`config.mk`:
```
export PLATFORM = sky130hd
export DESIGN_NAME = mole_hit_scorer_flat
export DESIGN_NICKNAME = d
export VERILOG_FILES = /design/src/rtl/mole_hit_scorer_if.sv /design/src/rtl/mole_hit_scorer.sv /design/src/flat_wrapper.sv
export SDC_FILE = /design/constraint.sdc
export NUM_CORES = 1
export LEC_CHECK = 0
export ABC_AREA = 1
export CORE_ASPECT_RATIO = 1.4
export CORE_MARGIN = 2
export CORE_UTILIZATION = 45
export CTS_BUF_LIST = sky130_fd_sc_hd__clkbuf_8
export DETAILED_ROUTE_END_ITERATION = 6
export PLACE_DENSITY_LB_ADDON = 0.08
export RECOVER_POWER = 50
export SYNTH_ARGS = -nofsm -noshare
export SYNTH_HDL_FRONTEND = slang
export SYNTH_SLANG_ARGS = --single-unit
```
`constraint.sdc`:
```
create_clock -name clk -period 9.48 [get_ports clk]
set_input_delay 1.896 -clock clk [delete_from_list [all_inputs] [get_ports clk]]
set_output_delay 1.896 -clock clk [all_outputs]
set_load 0.02 [all_outputs]
```
`src/rtl/mole_hit_scorer_if.sv`:
```
// Bus between the game logic and mole_hit_scorer: lit moles, player switches and
// game controls in; score, hit/miss pulses and lockout status out.
interface mole_hit_scorer_if #(
    parameter int unsigned SCORE_MAX = 999
) ();
    localparam int unsigned N_MOLES = 18;
    localparam int unsigned SCORE_W = $clog2(SCORE_MAX + 1);

    logic [N_MOLES-1:0] moles;
    logic [N_MOLES-1:0] switches;
    logic               game_en;
    logic [1:0]         level;
    logic [SCORE_W-1:0] score;
    logic [N_MOLES-1:0] hit_mask;
    logic               hit_pulse;
    logic               miss_pulse;
    logic               locked;

    modport master (
        output moles, switches, game_en, level,
        input  score, hit_mask, hit_pulse, miss_pulse, locked
    );

    modport slave (
        input  moles, switches, game_en, level,
        output score, hit_mask, hit_pulse, miss_pulse, locked
    );
endinterface

```
`src/rtl/mole_hit_scorer.sv`:
```
// Whack-a-mole scorer: synchronises player switches, scores toggles on lit moles and
// locks the player out after a miss. Optional macro MISS_PENALTY_EN deducts 1 per miss cycle.
module mole_hit_scorer #(
    parameter int unsigned SCORE_MAX      = 999,
    parameter int unsigned LOCKOUT_CYCLES = 25_000_000
) (
    input  logic             clk,
    input  logic             reset,
    mole_hit_scorer_if.slave bus
);
    localparam int unsigned N_MOLES = 18;
    localparam int unsigned SCORE_W = $clog2(SCORE_MAX + 1);
    localparam int unsigned SUM_W   = SCORE_W + 8;
    localparam int unsigned PC_W    = 5;
    localparam int unsigned PTS_W   = 7;
    localparam int unsigned CNT_W   = (LOCKOUT_CYCLES > 1) ? $clog2(LOCKOUT_CYCLES) : 1;

    typedef enum logic [1:0] {
        IDLE    = 2'd0,
        ACTIVE  = 2'd1,
        LOCKOUT = 2'd2
    } state_t;

    state_t             state, state_nxt;
    logic [CNT_W-1:0]   lock_cnt, lock_cnt_nxt;
    logic [SCORE_W-1:0] score_q, score_nxt;
    logic [N_MOLES-1:0] hit_mask_q, hit_mask_nxt;
    logic               hit_pulse_q, hit_pulse_nxt;
    logic               miss_pulse_q, miss_pulse_nxt;
    logic               locked_q, locked_nxt;

    logic [N_MOLES-1:0] sync1, sync2, hist;
    logic [N_MOLES-1:0] whack, hits, misses;
    logic [PC_W-1:0]    hit_cnt;
    logic [PTS_W-1:0]   points;
    logic [SUM_W-1:0]   sum;

    // Two-flop synchroniser followed by the previous-cycle history used for toggle detection
    always_ff @(posedge clk or posedge reset) begin
        if (reset) begin
            sync1 <= '0;
            sync2 <= '0;
            hist  <= '0;
        end else begin
            sync1 <= bus.switches;
            sync2 <= sync1;
            hist  <= sync2;
        end
    end

    assign whack  = sync2 ^ hist;
    assign hits   = whack & bus.moles;
    assign misses = whack & ~bus.moles;

    always_comb begin
        hit_cnt = '0;
        for (int i = 0; i < N_MOLES; i++) begin
            hit_cnt = hit_cnt + PC_W'(hits[i]);
        end
    end

    assign points = PTS_W'(hit_cnt) * (PTS_W'(bus.level) + PTS_W'(1));

    // Hit points first, then the optional miss penalty (floored at 0), then the ceiling
    always_comb begin
        sum = SUM_W'(score_q) + SUM_W'(points);
`ifdef MISS_PENALTY_EN
        if ((|misses) && (sum != '0)) begin
            sum = sum - SUM_W'(1);
        end
`endif
        if (sum > SUM_W'(SCORE_MAX)) begin
            sum = SUM_W'(SCORE_MAX);
        end
    end

    always_ff @(posedge clk or posedge reset) begin
        if (reset) begin
            state        <= IDLE;
            lock_cnt     <= '0;
            score_q      <= '0;
            hit_mask_q   <= '0;
            hit_pulse_q  <= 1'b0;
            miss_pulse_q <= 1'b0;
            locked_q     <= 1'b0;
        end else begin
            state        <= state_nxt;
            lock_cnt     <= lock_cnt_nxt;
            score_q      <= score_nxt;
            hit_mask_q   <= hit_mask_nxt;
            hit_pulse_q  <= hit_pulse_nxt;
            miss_pulse_q <= miss_pulse_nxt;
            locked_q     <= locked_nxt;
        end
    end

    always_comb begin
        state_nxt      = state;
        lock_cnt_nxt   = '0;
        score_nxt      = score_q;
        hit_mask_nxt   = '0;
        hit_pulse_nxt  = 1'b0;
        miss_pulse_nxt = 1'b0;

        case (state)
            IDLE: begin
                state_nxt = ACTIVE;
            end
            ACTIVE: begin
                hit_mask_nxt   = hits;
                hit_pulse_nxt  = |hits;
                miss_pulse_nxt = |misses;
                score_nxt      = SCORE_W'(sum);
                if (|misses) begin
                    state_nxt = LOCKOUT;
                end
            end
            LOCKOUT: begin
                if (lock_cnt == CNT_W'(LOCKOUT_CYCLES - 1)) begin
                    state_nxt = ACTIVE;
                end else begin
                    lock_cnt_nxt = lock_cnt + CNT_W'(1);
                end
            end
            default: begin
                state_nxt = IDLE;
            end
        endcase

        // Disabling the game overrides everything; the score is kept
        if (!bus.game_en) begin
            state_nxt      = IDLE;
            lock_cnt_nxt   = '0;
            score_nxt      = score_q;
            hit_mask_nxt   = '0;
            hit_pulse_nxt  = 1'b0;
            miss_pulse_nxt = 1'b0;
        end

        locked_nxt = (state_nxt == LOCKOUT);
    end

    assign bus.score      = score_q;
    assign bus.hit_mask   = hit_mask_q;
    assign bus.hit_pulse  = hit_pulse_q;
    assign bus.miss_pulse = miss_pulse_q;
    assign bus.locked     = locked_q;
endmodule

```
`src/flat_wrapper.sv`:
```
// flat-port wrapper written by rule: the top's interface ports become plain ports
module mole_hit_scorer_flat 
#(
    parameter int unsigned SCORE_MAX      = 999,
    parameter int unsigned LOCKOUT_CYCLES = 25_000_000
)
  (clk, reset, bus_moles, bus_switches, bus_game_en, bus_level, bus_score, bus_hit_mask, bus_hit_pulse, bus_miss_pulse, bus_locked);
  mole_hit_scorer_if #(.SCORE_MAX(SCORE_MAX)) bus_i ();
  input  logic clk;
  input  logic reset;
  input wire logic [$bits(bus_i.moles)-1:0] bus_moles;
  input wire logic [$bits(bus_i.switches)-1:0] bus_switches;
  input wire logic [$bits(bus_i.game_en)-1:0] bus_game_en;
  input wire logic [$bits(bus_i.level)-1:0] bus_level;
  output wire logic [$bits(bus_i.score)-1:0] bus_score;
  output wire logic [$bits(bus_i.hit_mask)-1:0] bus_hit_mask;
  output wire logic [$bits(bus_i.hit_pulse)-1:0] bus_hit_pulse;
  output wire logic [$bits(bus_i.miss_pulse)-1:0] bus_miss_pulse;
  output wire logic [$bits(bus_i.locked)-1:0] bus_locked;
  assign bus_i.moles = bus_moles;
  assign bus_i.switches = bus_switches;
  assign bus_i.game_en = bus_game_en;
  assign bus_i.level = bus_level;
  assign bus_score = bus_i.score;
  assign bus_hit_mask = bus_i.hit_mask;
  assign bus_hit_pulse = bus_i.hit_pulse;
  assign bus_miss_pulse = bus_i.miss_pulse;
  assign bus_locked = bus_i.locked;
  mole_hit_scorer #(.SCORE_MAX(SCORE_MAX), .LOCKOUT_CYCLES(LOCKOUT_CYCLES)) u_core (.clk(clk), .reset(reset), .bus(bus_i));
endmodule
```
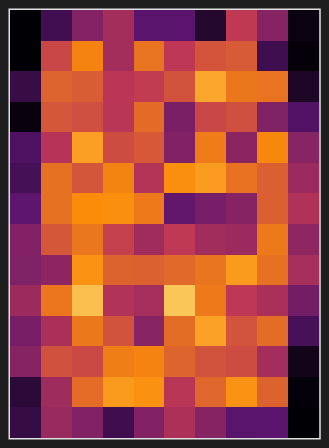
Figure 1: run 1, cell density map.
The die is cut into 10 by 14 equal tiles; black is low, pale yellow is high, 0 to 100% covered.
tiles over 75% full = 9.3%
fullest tile = 88%
nearly empty tiles = 3.6%
mean over tiles = 48%

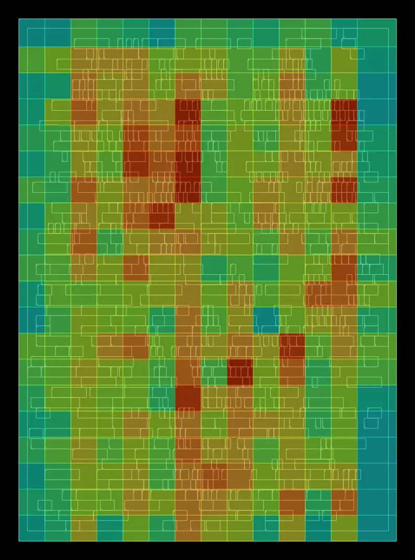
Figure 2: run 1, routing congestion.
wire per inst: 13.4 um
Post-Route Utilization: 54.1%
met3 usage: 3.44%
met1 usage in global routing: 23.4%
GRT busiest layer: met2

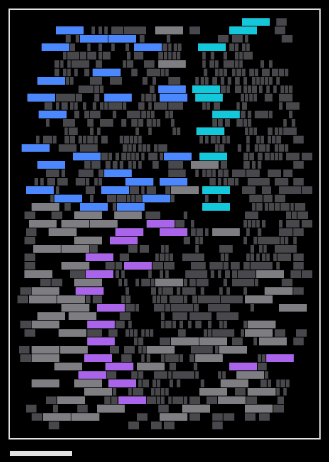
Figure 3: run 1, where the registers sit.
Bar = 20 um. Other sequential cells in the stronger grey, the rest of the logic in the fainter grey.
purple -> `u_core.hist`  # sequential cells 18
blue -> `u_core.lock_cnt`  # sequential cells 25
cyan -> `u_core.bus.score`  # sequential cells 10
not coloured = 59

[run 1: layout make-up]
cell class,instances,area (um^2)
inverter,110,414
fill,1177,5850
tap,153,191
sequential,112,2800
clock buffer,9,124
multi-input combinational,413,2570
clock inverter,7,76.3
timing repair buffer,73,722
[run 1: logic make-up after synthesis]
logic type / after synthesis / synth area share, %
simple gates: 314 / 26.0
buf+inv: 116 / 7.68
flops: 112 / 48.2
fa+ha+maj: 39 / 10.6
xor+xnor: 32 / 4.82
compound gates: 28 / 2.75
[run 1: critical path, delay by kind of cell]
kind / cells / cell delay (ns)
fa+ha+maj: 11 / 4.71
simple gates: 12 / 1.23
buf+inv: 7 / 0.75
xor+xnor: 3 / 0.60
compound gates: 1 / 0.13
[run 1: metrics by stage]
stage,hold slack [ns],instance area [um^2]
3_5_place_dp,0.335,6700
5_1_grt,0.365,6900
4_1_cts,0.361,6900
3_3_place_gp,0.332,6700
2_1_floorplan,0.331,5820
6_report,0.359,6900
[run 1: routing by layer]
metal / wire length [um] / part of all wire (%)
met5: 0 / 0
met4: 158 / 1.3
met3: 354 / 3.0
met2: 5980 / 51
met1: 5220 / 45
[run 1: flip-flops by register name, summed over array words and instances (netlist names)]
register and cells:
u_core.bus.score 10, u_core.bus.miss_pulse 1, u_core.hist 18, u_core.bus.hit_pulse 1, u_core.sync2 18, u_core.bus.hit_mask 18, u_core.lock_cnt 25, u_core.bus.locked 1
u_core.sync1 18, u_core.state 2
[run 1: power groups by stage]
| stage | clock network [mW] | registers, mW | logic [mW] |
|---|---|---|---|
| floorplan | 0 | 0.570 | 0.695 |
| global placement | 0 | 0.550 | 0.936 |
| detailed placement | 0 | 0.552 | 0.953 |
| CTS | 0.294 | 0.543 | 0.958 |
| global route | 0.316 | 0.547 | 1.11 |
| finish | 0.284 | 0.542 | 0.954 |
==> impl_metrics.py, run 1 <==
# Flow results
metrics = {
    "run_status": {
        "status": "complete, but fails checks",
        "violations": "max-capacitance violations, max-slew violations",
    },
    "floorplanning": {
        "fp.dieW_um": 100,
        "dieArea_um2": 13900,
        "io_pins": 72,
    },
    "cells_and_area": {
        "layout_top_cells": "118 x nand2_1, 112 x dfrtp_1, 106 x inv_1, 86 x nor2_1, 51 x clkdlybuf4s50_1",
        "fin_nets": 799,
    },
    "global_route": {
        "antenna_found_initial": 0,
        "use_met2_pct": 30.5,
        "grt_pass1_vias": 4312,
        "grt_pass1_wl_um": 20000,
        "grt-ovfl-total": 0,
        "grt_max_degree": 72,
    },
    "timing": {
        "tns_ns": 0,
        "setup_ws_ns": 0.487,
        "slew_viol_final": 80,
        "slew_headroom_pct": -19.4,
    },
    "hold_path": {
        "min_from": "u_core.sync1[17]$_DFF_PP0_",
    },
    "flow_run": {
        "cap_viol_max_count": 2,
    },
    "clocking": {
        "cts_buffers": 9,
        "postCtsHoldBufs": 0,
        "clk_pin_slew_ns": 0.11,
        "cts_max_path_buffers": 2,
        "cts_tree": "built",
        "clk_latency_ns": 0.39,
    },
    "setup_path": {
        "end_kind": "flop",
        "crit_slowest_cell": "fa_1",
        "crit_top_cell": "fa_1",
        "required_ns": 9.80,
        "reg2regPathDepth": 35,
        "rrSetupSlack_ns": 1.62,
        "cp-start-kind": "input pin",
    },
    "synth": {
        "yosysMostFrequentCell": "nand2_1",
        "top_cells_by_count": "117 x nand2_1, 112 x dfrtp_1, 107 x inv_1",
        "synth_seq_share_pct": 48.2,
        "flop_cell": "dfrtp_1",
        "fp_nets": 721,
        "syn-instance-count": 641,
        "synth-edff-count": 0,
    },
    "pwr": {
        "ir_drop_v": 0.000229,
        "power_switching_mw": 0.787,
        "p_per_area_nw_per_um2": 258,
    },
    "placement": {
        "dp_slack_ns": 0.0646,
    },
}
==> inputs of run 2 (changes only) <==
--- a/config.mk
+++ b/config.mk
@@ -13,6 +13,7 @@
 export DETAILED_ROUTE_END_ITERATION = 6
 export PLACE_DENSITY_LB_ADDON = 0.08
 export RECOVER_POWER = 50
+export SLEW_MARGIN = 10
 export SYNTH_ARGS = -nofsm -noshare
 export SYNTH_HDL_FRONTEND = slang
 export SYNTH_SLANG_ARGS = --single-unit
==> run 2 against run 1 <==
Net effect:
- the run still ends with max-capacitance violations, max-slew violations left
- synthesized cell count unchanged
- first-iteration DRC count unchanged
- combinational power about the same
- non-clock buffer count unchanged
- maximum frequency unchanged
- clock power about the same
- final area unchanged
- largest cell class unchanged
- highest routed layer unchanged
==> impl_metrics.py, run 2 <==
# Flow results
metrics = {
    "clocking": {
        "cts_buffers": 9,
        "postCtsHoldBufs": 0,
        "cts_max_path_buffers": 2,
        "clk_pin_slew_ns": 0.11,
    },
    "pwr": {
        "p_per_area_nw_per_um2": 258,
        "ir_drop_v": 0.000229,
        "comb_cell_power_mw": 0.954,
    },
    "global_route": {
        "grt_pass1_vias": 4312,
        "grt-ovfl-total": 0,
        "busiest_layer": "met2",
    },
    "setup_path": {
        "critPathTopFamily": "adder cells",
        "critPathBufInv": 7,
        "cp-start-kind": "input pin",
    },
    "synth": {
        "yosysMostFrequentCell": "nand2_1",
        "synth-edff-count": 0,
        "syn-instance-count": 641,
    },
    "timing": {
        "setup_ws_ns": 0.487,
        "slew_headroom_pct": -19.4,
        "tns_ns": 0,
        "slew_viol_final": 80,
    },
    "cells_and_area": {
        "stdcell_area_um2": 6900,
        "top_register": "u_core.lock_cnt",
        "logic_area_um2": 2570,
    },
    "drt": {
        "route.met2.wl_um": 5980,
    },
    "run_status": {
        "status": "complete, but fails checks",
        "violations": "max-capacitance violations, max-slew violations",
    },
    "flow_run": {
        "cap_viol_max_count": 2,
    },
}
[run 2: cell counts in the layout (fill, tap and decap cells not counted)]
Identical to the previous run, type by type.
[run 2: worst reg2reg max path: cells and delay by family, from the launching register on]
| family | cells | cell delay, ns |
|---|---|---|
| fa+ha+maj | 11 | 4.71 |
| simple gates | 14 | 1.63 |
| xor+xnor | 3 | 0.60 |
| buf+inv | 6 | 0.33 |
| flops | 1 | 0.40 |
| compound gates | 1 | 0.13 |
[run 2: path summary, 6_finish.rpt]
kind	start	endpoint	slack (ns)	depth (start not counted)
setup / recovery	bus_moles[1]	u_core.bus.score[2]$_DFFE_PP0P_	0.49	34
hold / removal	u_core.sync1[17]$_DFF_PP0_	u_core.sync2[17]$_DFF_PP0_	0.36	0
setup reg to reg	u_core.hist[0]$_DFF_PP0_	u_core.bus.score[2]$_DFFE_PP0P_	1.62	35
hold reg to reg	u_core.sync1[17]$_DFF_PP0_	u_core.sync2[17]$_DFF_PP0_	0.36	0
max in group asynchronous	reset	u_core.lock_cnt[20]$_DFF_PP0_	5.50	3
min in group asynchronous	reset	u_core.sync1[4]$_DFF_PP0_	2.40	2
[run 2: final cells by class]
type | instances | share of cell area [%]
Multi-Input combinational cell | 413 | 37.2
Clock buffer | 9 | 1.80
Inverter | 110 | 6.00
Sequential cell | 112 | 40.6
Clock inverter | 7 | 1.11
Tap cell | 153 | 2.78
Timing Repair Buffer | 73 | 10.5
[run 2: logic make-up (layout without fill, tap and decap cells)]
kind of cell / Yosys count / count (layout) / synth area share [%]
AND/OR/NAND/NOR: 314 / 314 / 26.0
buffers and inverters: 116 / 199 / 7.68
flip-flops: 112 / 112 / 48.2
adder cells (fa/ha/maj): 39 / 39 / 10.6
XOR/XNOR: 32 / 32 / 4.82
AND-OR/OR-AND: 28 / 28 / 2.75
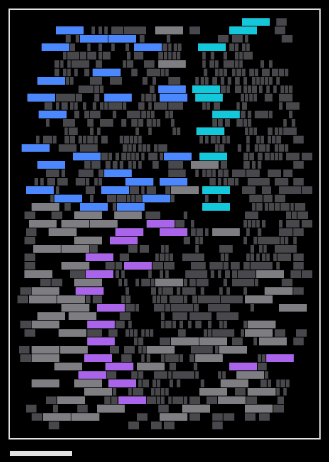
Figure 4: run 2, where the registers sit.
Bar = 20 um. Other sequential cells in the stronger grey, the rest of the logic in the fainter grey.
blue -> `u_core.lock_cnt`  # sequential cells 25
purple -> `u_core.hist`  # sequential cells 18
cyan -> `u_core.bus.score`  # sequential cells 10

==> inputs of run 3 (changes only) <==
--- a/config.mk
+++ b/config.mk
@@ -6,12 +6,13 @@
 export NUM_CORES = 1
 export LEC_CHECK = 0
 export ABC_AREA = 1
+export CAP_MARGIN = 15
 export CORE_ASPECT_RATIO = 1.4
 export CORE_MARGIN = 2
 export CORE_UTILIZATION = 45
 export CTS_BUF_LIST = sky130_fd_sc_hd__clkbuf_8
 export DETAILED_ROUTE_END_ITERATION = 6
-export PLACE_DENSITY_LB_ADDON = 0.08
+export PLACE_DENSITY = 0.67
 export RECOVER_POWER = 50
 export SLEW_MARGIN = 10
 export SYNTH_ARGS = -nofsm -noshare
==> run 3 against run 2 <==
Net effect:
- the flow still finishes with violations (max-capacitance violations, max-slew violations)
- die area is the same
- worst setup slack lost 0.0012 ns
- maximum frequency about the same
- clock power fell by 4%
- synthesized area unchanged
- synthesized cell count unchanged
- clock skew shrank 0.0026 ns
- cell count unchanged
- register-to-register slack improved by 0.02 ns
- sequential cell count did not move
- largest cell class unchanged
- largest power group unchanged
- highest routed layer unchanged
==> impl_metrics.py, run 3 <==
# Flow results
metrics = {
    "global_route": {
        "busiest_layer": "met2",
        "grt-ovfl-total": 0,
    },
    "cells_and_area": {
        "comb-cell-share_pct": 37.3,
        "ff_count": 112,
        "logic_area_um2": 2570,
        "clock_buffers": 9,
        "largestClassByArea": "registers",
        "seq_share_pct": 40.7,
        "top_register": "u_core.lock_cnt",
        "clk_share_pct": 2.80,
        "comb_cells": 413,
        "stdcell_area_um2": 6890,
        "buffers": 73,
        "inv_count": 110,
        "final-nonclk-buf-share_pct": 10.5,
    },
    "clocking": {
        "cts_max_path_buffers": 2,
        "postCtsHoldBufs": 0,
        "clk_pin_slew_ns": 0.11,
        "cts_buffers": 9,
    },
    "run_status": {
        "status": "complete, but fails checks",
        "violations": "max-capacitance violations, max-slew violations",
    },
    "timing": {
        "setup_ws_ns": 0.486,
        "tns_ns": 0,
        "slew_viol_final": 84,
        "slew_headroom_pct": -35.8,
    },
    "pwr": {
        "clock_power_share_pct": 15.4,
    },
    "flow_run": {
        "cap_viol_max_count": 2,
    },
    "synth": {
        "syn-instance-count": 641,
        "yosysMostFrequentCell": "nand2_1",
    },
    "drt": {
        "route.met2.wl_um": 6150,
    },
    "setup_path": {
        "cp-start-kind": "input pin",
    },
    "floorplanning": {
        "taps": 153,
    },
}
run 3: per-stage QoR:
step           hold WS [ns]  util [%]
2_1_floorplan         0.331         -
3_3_place_gp          0.332      52.6
3_5_place_dp          0.335      52.6
4_1_cts               0.355      54.1
5_1_grt               0.365      54.0
6_report              0.353      54.0
run 3: logic make-up (layout without fill, tap and decap cells):
kind of cell	after synthesis	after routing	share of synthesized area (%)
compound gates	28	28	2.75
xor+xnor	32	32	4.82
fa+ha+maj	39	39	10.6
buf+inv	116	199	7.68
flops	112	112	48.2
simple gates	314	314	26.0
run 3: power by group through the flow:
stage	clock (mW)	sequential, mW	combinational (mW)
after global routing	0.302	0.547	1.11
after floorplan	0	0.570	0.695
final	0.274	0.542	0.967
after global placement	0	0.549	0.930
after CTS	0.286	0.542	0.967
after detailed placement	0	0.551	0.960
run 3: final timing paths:
path | startpoint | to | slack (ns) | depth (start not counted)
worst max-delay path | bus_moles[1] | u_core.bus.score[3]$_DFFE_PP0P_ | 0.49 | 33
worst min-delay path | u_core.sync1[15]$_DFF_PP0_ | u_core.sync2[15]$_DFF_PP0_ | 0.35 | 0
worst max register to register | u_core.sync2[0]$_DFF_PP0_ | u_core.bus.score[3]$_DFFE_PP0P_ | 1.64 | 34
worst min register to register | u_core.sync1[15]$_DFF_PP0_ | u_core.sync2[15]$_DFF_PP0_ | 0.35 | 0
max in group asynchronous | reset | u_core.bus.hit_mask[11]$_DFF_PP0_ | 5.46 | 3
min in group asynchronous | reset | u_core.lock_cnt[15]$_DFF_PP0_ | 2.49 | 2
run 3: worst max-delay path: cells and delay by family:
kind,cells,cell delay [ns]
AND-OR/OR-AND,1,0.13
AND/OR/NAND/NOR,12,1.29
buffers and inverters,6,0.70
adder cells (fa/ha/maj),11,4.69
XOR/XNOR,3,0.55
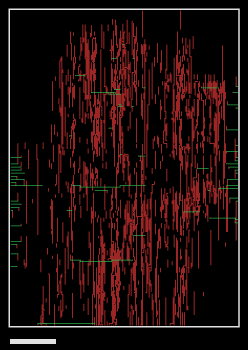
Figure 5: run 3, wiring by layer.
Bar = 20 um. Two of the layers only.
green -> M3  # wire length 296 um
red -> M2  # wire length 6150 um

No activity file was given, so power comes from the tool's default toggle rates.
